$ cat src/rtl/deflate_cl_expander.sv
`default_nettype none
// ============================================================================
// Module      : deflate_cl_expander
// Description : Expands DEFLATE code-length symbols (0..18) into a flat array
//               of per-symbol code lengths, one RAM write per cycle.
// Revision    : 1.0 - initial release
// ============================================================================
module deflate_cl_expander #(
    parameter int ADDR_W = 9,
    parameter int LEN_W  = 4
) (
    input  logic              clk,
    input  logic              rst_n,
    input  logic              start,
    input  logic [ADDR_W-1:0] num_codes,
    input  logic [4:0]        sym,
    input  logic [6:0]        sym_extra,
    input  logic              sym_vld,
    output logic              sym_rdy,
    output logic              wr_en,
    output logic [ADDR_W-1:0] wr_addr,
    output logic [LEN_W-1:0]  wr_data,
    output logic              finish,
    output logic              busy,
    output logic              error
);

    typedef enum logic [2:0] {
        S_IDLE   = 3'd0,
        S_ACCEPT = 3'd1,
        S_REPEAT = 3'd2,
        S_DONE   = 3'd3,
        S_ERROR  = 3'd4
    } state_t;

    // Overflow sum needs ADDR_W+1 bits, and at least enough to hold a full 138 run.
    localparam int SUM_W = (ADDR_W + 1 > 9) ? ADDR_W + 1 : 9;

    state_t            state;
    logic [ADDR_W-1:0] cnt;
    logic [ADDR_W-1:0] total;
    logic [LEN_W-1:0]  prev;
    logic [7:0]        rep_left;
    logic [LEN_W-1:0]  rep_val;

    logic              is_run;
    logic [7:0]        run_len;
    logic [LEN_W-1:0]  run_val;
    logic [LEN_W-1:0]  lit_val;
    logic [SUM_W-1:0]  run_end;
    logic              illegal;
    logic [ADDR_W-1:0] cnt_inc;
    logic              last_wr;

    always_comb begin
        is_run  = (sym >= 5'd16) && (sym <= 5'd18);
        run_len = 8'd0;
        run_val = '0;
        case (sym)
            5'd16: begin
                run_len = 8'd3 + {6'd0, sym_extra[1:0]};
                run_val = prev;
            end
            5'd17:   run_len = 8'd3 + {5'd0, sym_extra[2:0]};
            5'd18:   run_len = 8'd11 + {1'b0, sym_extra[6:0]};
            default: run_len = 8'd0;
        endcase
        lit_val = LEN_W'(sym[3:0]);
        run_end = SUM_W'(cnt) + SUM_W'(run_len);
        illegal = (sym > 5'd18)
                | ((sym == 5'd16) && (cnt == '0))
                | (is_run && (run_end > SUM_W'(total)));
        cnt_inc = cnt + ADDR_W'(1);
        last_wr = (cnt_inc == total);
    end

    assign sym_rdy = (state == S_ACCEPT);
    assign busy    = (state == S_ACCEPT) || (state == S_REPEAT);
    assign error   = (state == S_ERROR);

    always_ff @(posedge clk or negedge rst_n) begin
        if (!rst_n) begin
            state    <= S_IDLE;
            cnt      <= '0;
            total    <= '0;
            prev     <= '0;
            rep_left <= '0;
            rep_val  <= '0;
            wr_en    <= 1'b0;
            wr_addr  <= '0;
            wr_data  <= '0;
            finish   <= 1'b0;
        end else begin
            wr_en  <= 1'b0;
            finish <= 1'b0;
            case (state)
                S_IDLE, S_DONE, S_ERROR: begin
                    if (start) begin
                        total    <= num_codes;
                        cnt      <= '0;
                        prev     <= '0;
                        rep_left <= '0;
                        state    <= S_ACCEPT;
                    end
                end
                S_ACCEPT: begin
                    if (sym_vld) begin
                        if (illegal) begin
                            state <= S_ERROR;
                        end else begin
                            // Runs issue their first element in the accept cycle.
                            wr_en   <= 1'b1;
                            wr_addr <= cnt;
                            cnt     <= cnt_inc;
                            if (is_run) begin
                                wr_data  <= run_val;
                                prev     <= run_val;
                                rep_val  <= run_val;
                                rep_left <= run_len - 8'd1;
                            end else begin
                                wr_data <= lit_val;
                                prev    <= lit_val;
                            end
                            if (last_wr) begin
                                finish <= 1'b1;
                                state  <= S_DONE;
                            end else if (is_run) begin
                                state <= S_REPEAT;
                            end
                        end
                    end
                end
                S_REPEAT: begin
                    wr_en    <= 1'b1;
                    wr_addr  <= cnt;
                    wr_data  <= rep_val;
                    cnt      <= cnt_inc;
                    rep_left <= rep_left - 8'd1;
                    if (last_wr) begin
                        finish <= 1'b1;
                        state  <= S_DONE;
                    end else if (rep_left == 8'd1) begin
                        state <= S_ACCEPT;
                    end
                end
                default: state <= S_IDLE;
            endcase
        end
    end

endmodule
`default_nettype wire

$ cat config.mk
export PLATFORM = sky130hd
export DESIGN_NAME = deflate_cl_expander
export DESIGN_NICKNAME = d
export VERILOG_FILES = /design/src/rtl/deflate_cl_expander.sv
export SDC_FILE = /design/constraint.sdc
export NUM_CORES = 1
export LEC_CHECK = 0
export CAP_MARGIN = 20
export CELL_PAD_IN_SITES_DETAIL_PLACEMENT = 0
export CELL_PAD_IN_SITES_GLOBAL_PLACEMENT = 2
export CORE_ASPECT_RATIO = 1.4
export CORE_MARGIN = 10
export CORE_UTILIZATION = 37
export DETAILED_ROUTE_END_ITERATION = 8
export PLACE_DENSITY_LB_ADDON = 0.1
export SYNTH_ARGS = -nofsm -noshare
export SYNTH_HDL_FRONTEND = slang
export SYNTH_SLANG_ARGS = --single-unit
$ cat constraint.sdc
create_clock -name clk -period 10.1 [get_ports clk]
set_input_delay 2.525 -clock clk [delete_from_list [all_inputs] [get_ports clk]]
set_output_delay 2.525 -clock clk [all_outputs]
set_load 0.01 [all_outputs]
Run 1, sizing map:
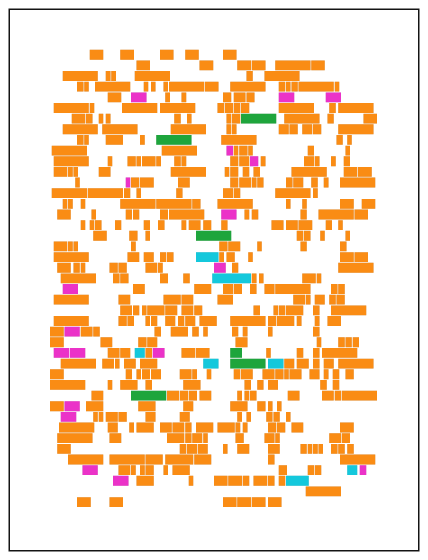
legend:
  green:
    size: _6 and larger
    cells: 6
    most_used: clkbuf_16
  orange:
    size: _0 and _1 cells
    cells: 429
    most_used: nand2_1
  cyan:
    size: _3 and _4 cells
    cells: 7
    most_used: a21oi_4
  magenta:
    size: _2 cells
    cells: 18
    most_used: mux2_2
Synth-to-Final Area Change: 18.05%
Buffers, non-clock: 43
Final Instance Area: 0.004337 mm²
final setup margin: 2127 ps

Run 1, logic cells by family:
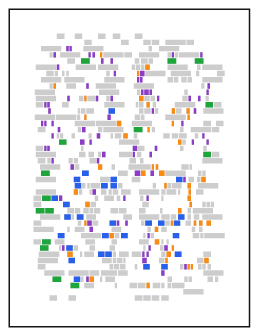
legend:
  green:
    family: mux cells
    cells: 15
    where: widely spread
  purple:
    family: nand cells
    cells: 76
  blue:
    family: xor and xnor cells
    cells: 29
  orange:
    family: nor cells
    cells: 47

Run 1, M2 wires:
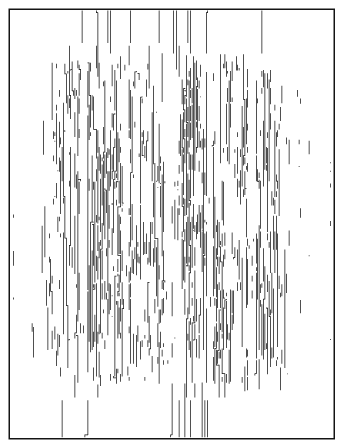
longest straight run: 56.1 µm
share of all routed wire: 54%
nets with wire on the layer: 424
wire length on this layer: 5500 µm

==> impl_metrics.yaml, run 1 <==
# flow metrics
clock_network:
  cts_tree: "built"
  cts_setup_buffers: 0
  clkTransAtPathRegs_ps: 70
  cts.repair.resized: 0
  root_buffer: "clkbuf_16"
  cts_buffers: 5
  clock_latency_ps: 300
  cts_hold_buf: 0
  htreeDepth: 2
  clock_sink_count: 52
hold_path:
  hold_path.class: "register to register"
  hold_depth: 2
  hold_path_end: "wr_addr[8]"
  hold_start: "wr_addr[8]"
grt:
  grtUsageMet2_pct: 28.32
  overflow: 0
  grtUsageMet1_pct: 15.47
  grt_util_all_layers_pct: 14.63
  grt_pass1_vias: 3361
  grt_max_degree: 53
  grt_pass1_wl_um: 16910
  grt.met3_usage_pct: 2.930
  antenna_found_initial: 0
  top_usage_layer: "met2"
die:
  fp_util_pct: 37.52
  ios: 43
  row_count: 43
  dieHeight_um: 137.9
  fp.coreArea_mm2: 0.009792
  die_area_mm2: 0.01437
  dieWidth_um: 104.2
  taps: 135
yosys:
  mux_area_share_pct: 4.496
  top_cells_by_count: "nand2_1, dfrtp_1, o21ai_0"
  syn_avg_cell_area_um2: 8.583
  synthAoiAreaFrac_pct: 21.32
  synth-edff-count: 0
  async_flop_share_pct: 100.0
  topCellsByArea: "dfrtp_1, ha_1, nand2_1"
  fp_nets: 476
  ys_cells: 428
  xor_area_share_pct: 6.914
  top_cell: "nand2_1"
  top_area_cell: "dfrtp_1"
  synthDistinctLibCells: 53
  top_cell_area_share_pct: 35.42
  ys.flop_type: "dfrtp_1"
  yosysWarningCount: 0
  syn_area_mm2: 0.003674
  synth_chip_area_mm2: 0.003674
  ys_seq_share_pct: 35.42
  synthTopLogicFamily: "AND-OR/OR-AND gates"
sta:
  finalSetupViolations: 0
  fin_skew_ps: 4.374
  hold_viol: 0
  drv_slew: 0
  relSlewSlack_pct: 35.51
  period_needed_ps: 7973
  timing.fmax_ghz: 0.1254
  fin_tns_setup_ps: 0
  whs_ps: 473.8
  grt_setup_unrepaired: "false"
  worst_pin_slew_ps: 967.3
place:
  placed_area_mm2: 0.004190
  place.gp.congestion: 0.8104
  pre_cts_ws_ps: 1831
  numPortBuffers: 42
  place_inst: 587
  hpwl_um: 7844
power:
  leakagePower_nw: 2.034
  p_switching_mw: 0.4274
  p_int_mw: 0.5778
  power.density_mw_per_mm2: 231.8
  p_comb_share_pct: 47.2
  powerClk_mw: 0.177
  seq_power_share_pct: 35.2
  clockPowerShare_pct: 17.6
  total_power_mw: 1.005
  sw_frac_of_total_pct: 42.52
  sequentialPower_mw: 0.354
  p_comb_mw: 0.474
setup_path:
  reg2reg_to: "cnt[8]"
  cp.required_ps: 10290
  path_class: "input pin to register"
  startpoint_type: "input pin"
  reg2reg_from: "cnt[0]"
  r2r_slack_ps: 5180
  worstSetupStartpoint: "sym[4]"
  path_buffers: 3
  crit_arrival_ps: 8160
  crit_chain: "clkdlybuf4s50_1 -> or3b_1 -> a21oi_1 -> nand2_1 -> inv_1 -> ha_1 -> a21o_1 -> a21oi_1 -> nor2b_1 -> o22ai_1 -> nand2_1 -> a21o_1 -> a21oi_1 -> xnor2_1 -> ha_1 -> nand3_1 -> a31o_2 -> a21oi_1 -> o41ai_4 -> a21oi_4 -> inv_2 -> and3_1 -> a221o_1"
  crit_end: "cnt[8]"
  cp.depth: 23
  cp_max_fo: 18
  slowest_delay_ps: 580
  cp-end-kind: "register"
  cp_slowest_cell: "clkdlybuf4s50_1"
  crit_top_cell: "a21oi_1"
  worstRegToRegCells: 19
routing:
  detail_route.wl_per_cell_um: 17.05
  drc: 0
  drtAntennaViolNets: 0
  wl_met3_um: 272
  routed.top_layer: "met4"
  vias: 3141
  vias_per_cell: 5.279
  drtPass1Iterations: 4
  drt-initial-drc-count: 103
  wl_um: 10150
  route.met2.wl_um: 5502
cells_and_area:
  mostFrequentLayoutCell: "nand2_1"
  final_cells: 595
  comb_share_pct: 50.72
  num-multi-input-gates: 331
  antennaDiodeCount: 0
  sh_seq_area_pct: 30.01
  clkCellAreaFrac_pct: 3.376
  largestRegisters: "cnt: 9 flops, total: 9 flops, wr_addr: 9 flops"
  register_area_mm2: 0.001301
  inv_count: 26
  final_util_pct: 44.29
  n_fill_cell: 1008
  n_sequential_cell: 52
  most-common-layout-cells: "nand2_1, dfrtp_1, clkdlybuf4s50_1"
  buf_share_pct: 9.752
  logic_area_mm2: 0.002200
  clkbuf_count: 5
  layout-drive-gt1-share_pct: 6.739
run:
  cap_violations: 0
  warnings: 28
outcome:
  status: "completed"
==> run 2: changes to the inputs <==
--- a/config.mk
+++ b/config.mk
@@ -10,7 +10,7 @@
 export CELL_PAD_IN_SITES_GLOBAL_PLACEMENT = 2
 export CORE_ASPECT_RATIO = 1.4
 export CORE_MARGIN = 10
-export CORE_UTILIZATION = 37
+export CORE_UTILIZATION = 31
 export DETAILED_ROUTE_END_ITERATION = 8
 export PLACE_DENSITY_LB_ADDON = 0.1
 export SYNTH_ARGS = -nofsm -noshare
==> constraint.sdc (replaced) <==
create_clock -name clk -period 7.15 [get_ports clk]
set_input_delay 1.7875 -clock clk [delete_from_list [all_inputs] [get_ports clk]]
set_output_delay 1.7875 -clock clk [all_outputs]
set_load 0.01 [all_outputs]
==> run 2 against run 1 <==
  * Clock skew barely moved
  * Clock-buffer cell count did not move
  * Register-to-register slack got worse by 2500 ps
  * Non-clock buffer count rose by 8
  * Critical path depth down 4
  * Sequential power increased by about 40%
  * Final cell count is 3.4% higher
  * Wire length grew 7.3%
  * Sequential share of layout area down 0.57 points
  * Critical endpoint is now rep_val[2]
  * Largest cell class unchanged
  * Largest power group unchanged
==> impl_metrics.yaml, run 2 <==
# flow metrics
die:
  ios: 43
  taps: 147
  die_area_mm2: 0.01667
  fp_util_pct: 31.39
  row_count: 47
  dieHeight_um: 148.8
  fp.coreArea_mm2: 0.01170
  dieWidth_um: 112
grt:
  grt_util_all_layers_pct: 13.21
  grt_max_degree: 53
  grt.met3_usage_pct: 2.214
  top_usage_layer: "met2"
  overflow: 0
  antenna_found_initial: 0
  grt_pass1_vias: 3436
  grtUsageMet1_pct: 14.41
  grt_pass1_wl_um: 18000
  grtUsageMet2_pct: 24.77
cells_and_area:
  mostFrequentLayoutCell: "nand2_1"
  logic_area_mm2: 0.002203
  comb_share_pct: 49.84
  clkCellAreaFrac_pct: 3.425
  buf_share_pct: 10.93
  fin_nets: 515
  antennaDiodeCount: 0
  num-multi-input-gates: 331
  inv_count: 26
  n_sequential_cell: 52
  final_util_pct: 37.77
  register_area_mm2: 0.001301
  final_cells: 615
  clkbuf_count: 5
  most-common-layout-cells: "nand2_1, dfrtp_1, clkdlybuf4s50_1"
  largestRegisters: "cnt: 9 flops, total: 9 flops, wr_addr: 9 flops"
  sh_seq_area_pct: 29.44
  layout-drive-gt1-share_pct: 8.547
  n_fill_cell: 1245
outcome:
  status: "completed"
power:
  sw_frac_of_total_pct: 42.56
  leakagePower_nw: 2.070
  p_comb_share_pct: 48.3
  power.density_mw_per_mm2: 327.6
  p_int_mw: 0.8318
  sequentialPower_mw: 0.497
  clockPowerShare_pct: 17.4
  p_comb_mw: 0.699
  total_power_mw: 1.448
  seq_power_share_pct: 34.3
  p_switching_mw: 0.6163
  vdd_ir_drop_max_uv: 148.4
  powerClk_mw: 0.252
  top_power_group: "combinational logic"
yosys:
  top_cell_area_share_pct: 35.42
  synthAoiAreaFrac_pct: 21.32
  netlist_instances: 428
  async_flop_share_pct: 100.0
  synthTopLogicFamily: "AND-OR/OR-AND gates"
  ys_sh_adder_pct: 8.311
  mux_area_share_pct: 4.496
  synth_chip_area_mm2: 0.003674
  topCellsByArea: "dfrtp_1, ha_1, nand2_1"
  ys_cells: 428
  top_area_cell: "dfrtp_1"
  synth-edff-count: 0
  ys.flop_type: "dfrtp_1"
  top_cell: "nand2_1"
  fp_nets: 476
  yosysWarningCount: 0
  ys_seq_share_pct: 35.42
  ys_sh_simple_pct: 18.84
  xor_area_share_pct: 6.914
  syn_area_mm2: 0.003674
  synthDistinctLibCells: 53
  top_cells_by_count: "nand2_1, dfrtp_1, o21ai_0"
  syn_avg_cell_area_um2: 8.583
setup_path:
  crit_arrival_ps: 6800
  cp_slowest_cell: "clkdlybuf4s50_1"
  reg2reg_to: "cnt[7]"
  cp.depth: 19
  cp.required_ps: 7340
  startpoint_type: "input pin"
  crit_chain: "clkdlybuf4s50_1 -> o21ai_0 -> xnor2_1 -> a31oi_1 -> nor2_1 -> ha_1 -> o21ai_0 -> o21bai_1 -> a21o_1 -> maj3_1 -> a21oi_1 -> xnor2_1 -> ha_1 -> a21o_1 -> a211oi_1 -> a21oi_1 -> o41ai_4 -> nand3_1 -> mux2_2"
  path_class: "input pin to register"
  r2r_slack_ps: 2650
  slowest_delay_ps: 500
  cp_max_fo: 6
  crit_end: "rep_val[2]"
  path_buffers: 1
  crit_family: "AND-OR/OR-AND gates"
  worstRegToRegCells: 19
  cp-end-kind: "register"
  worstSetupStartpoint: "sym_extra[0]"
  reg2reg_from: "cnt[0]"
hold_path:
  hold_path.class: "register to register"
  hold_start: "wr_addr[8]"
  hold_path_end: "wr_addr[8]"
  hold_depth: 2
run:
  cap_violations: 0
  warnings: 28
routing:
  wl_um: 10890
  wl_met1_um: 4623
  detail_route.wl_per_cell_um: 17.71
  drtPass1Iterations: 4
  vias: 3148
  vias_per_cell: 5.119
  drc: 0
  wl_met3_um: 264
  drtAntennaViolNets: 0
  drt-initial-drc-count: 67
  route.met2.wl_um: 5775
  routed.top_layer: "met4"
clock_network:
  htreeDepth: 2
  cts_tree: "built"
  clock_sink_count: 52
  clk_path_buf_depth: 2
  cts_buffers: 5
  cts_hold_buf: 0
  cts_setup_buffers: 0
  clock_latency_ps: 300
  clkTransAtPathRegs_ps: 70
  root_buffer: "clkbuf_16"
  cts.repair.resized: 0
sta:
  timing.fmax_ghz: 0.1513
  fin_tns_setup_ps: 0
  finalSetupViolations: 0
  whs_ps: 469.5
  relSlewSlack_pct: 34.69
  period_needed_ps: 6609
  hold_viol: 0
  fin_skew_ps: 4.479
  grt_setup_unrepaired: "false"
  drv_slew: 0
  worst_pin_slew_ps: 973.2
place:
  place_inst: 607
  numPortBuffers: 42
  place.gp.congestion: 0.8252
  hpwl_um: 8530
  pre_cts_ws_ps: 123.6
  placed_area_mm2: 0.004265
Run 2, sizing map:
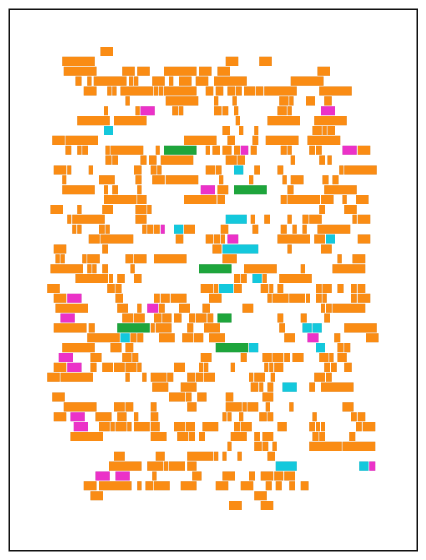
legend:
  magenta:
    size: _2 cells
    cells: 18
    most_used: mux2_2
  cyan:
    size: _3 and _4 cells
    cells: 16
    most_used: buf_4
  orange:
    size: _0 and _1 cells
    cells: 428
    most_used: nand2_1
  green:
    size: _6 and larger
    cells: 6
    most_used: clkbuf_16
Final Instance Area: 0.004420 mm²
Buffers, non-clock: 51
Synth-to-Final Area Change: 20.33%
final setup margin: 540.6 ps

Power figures rest on the tool's default switching activity, not on a simulated workload.
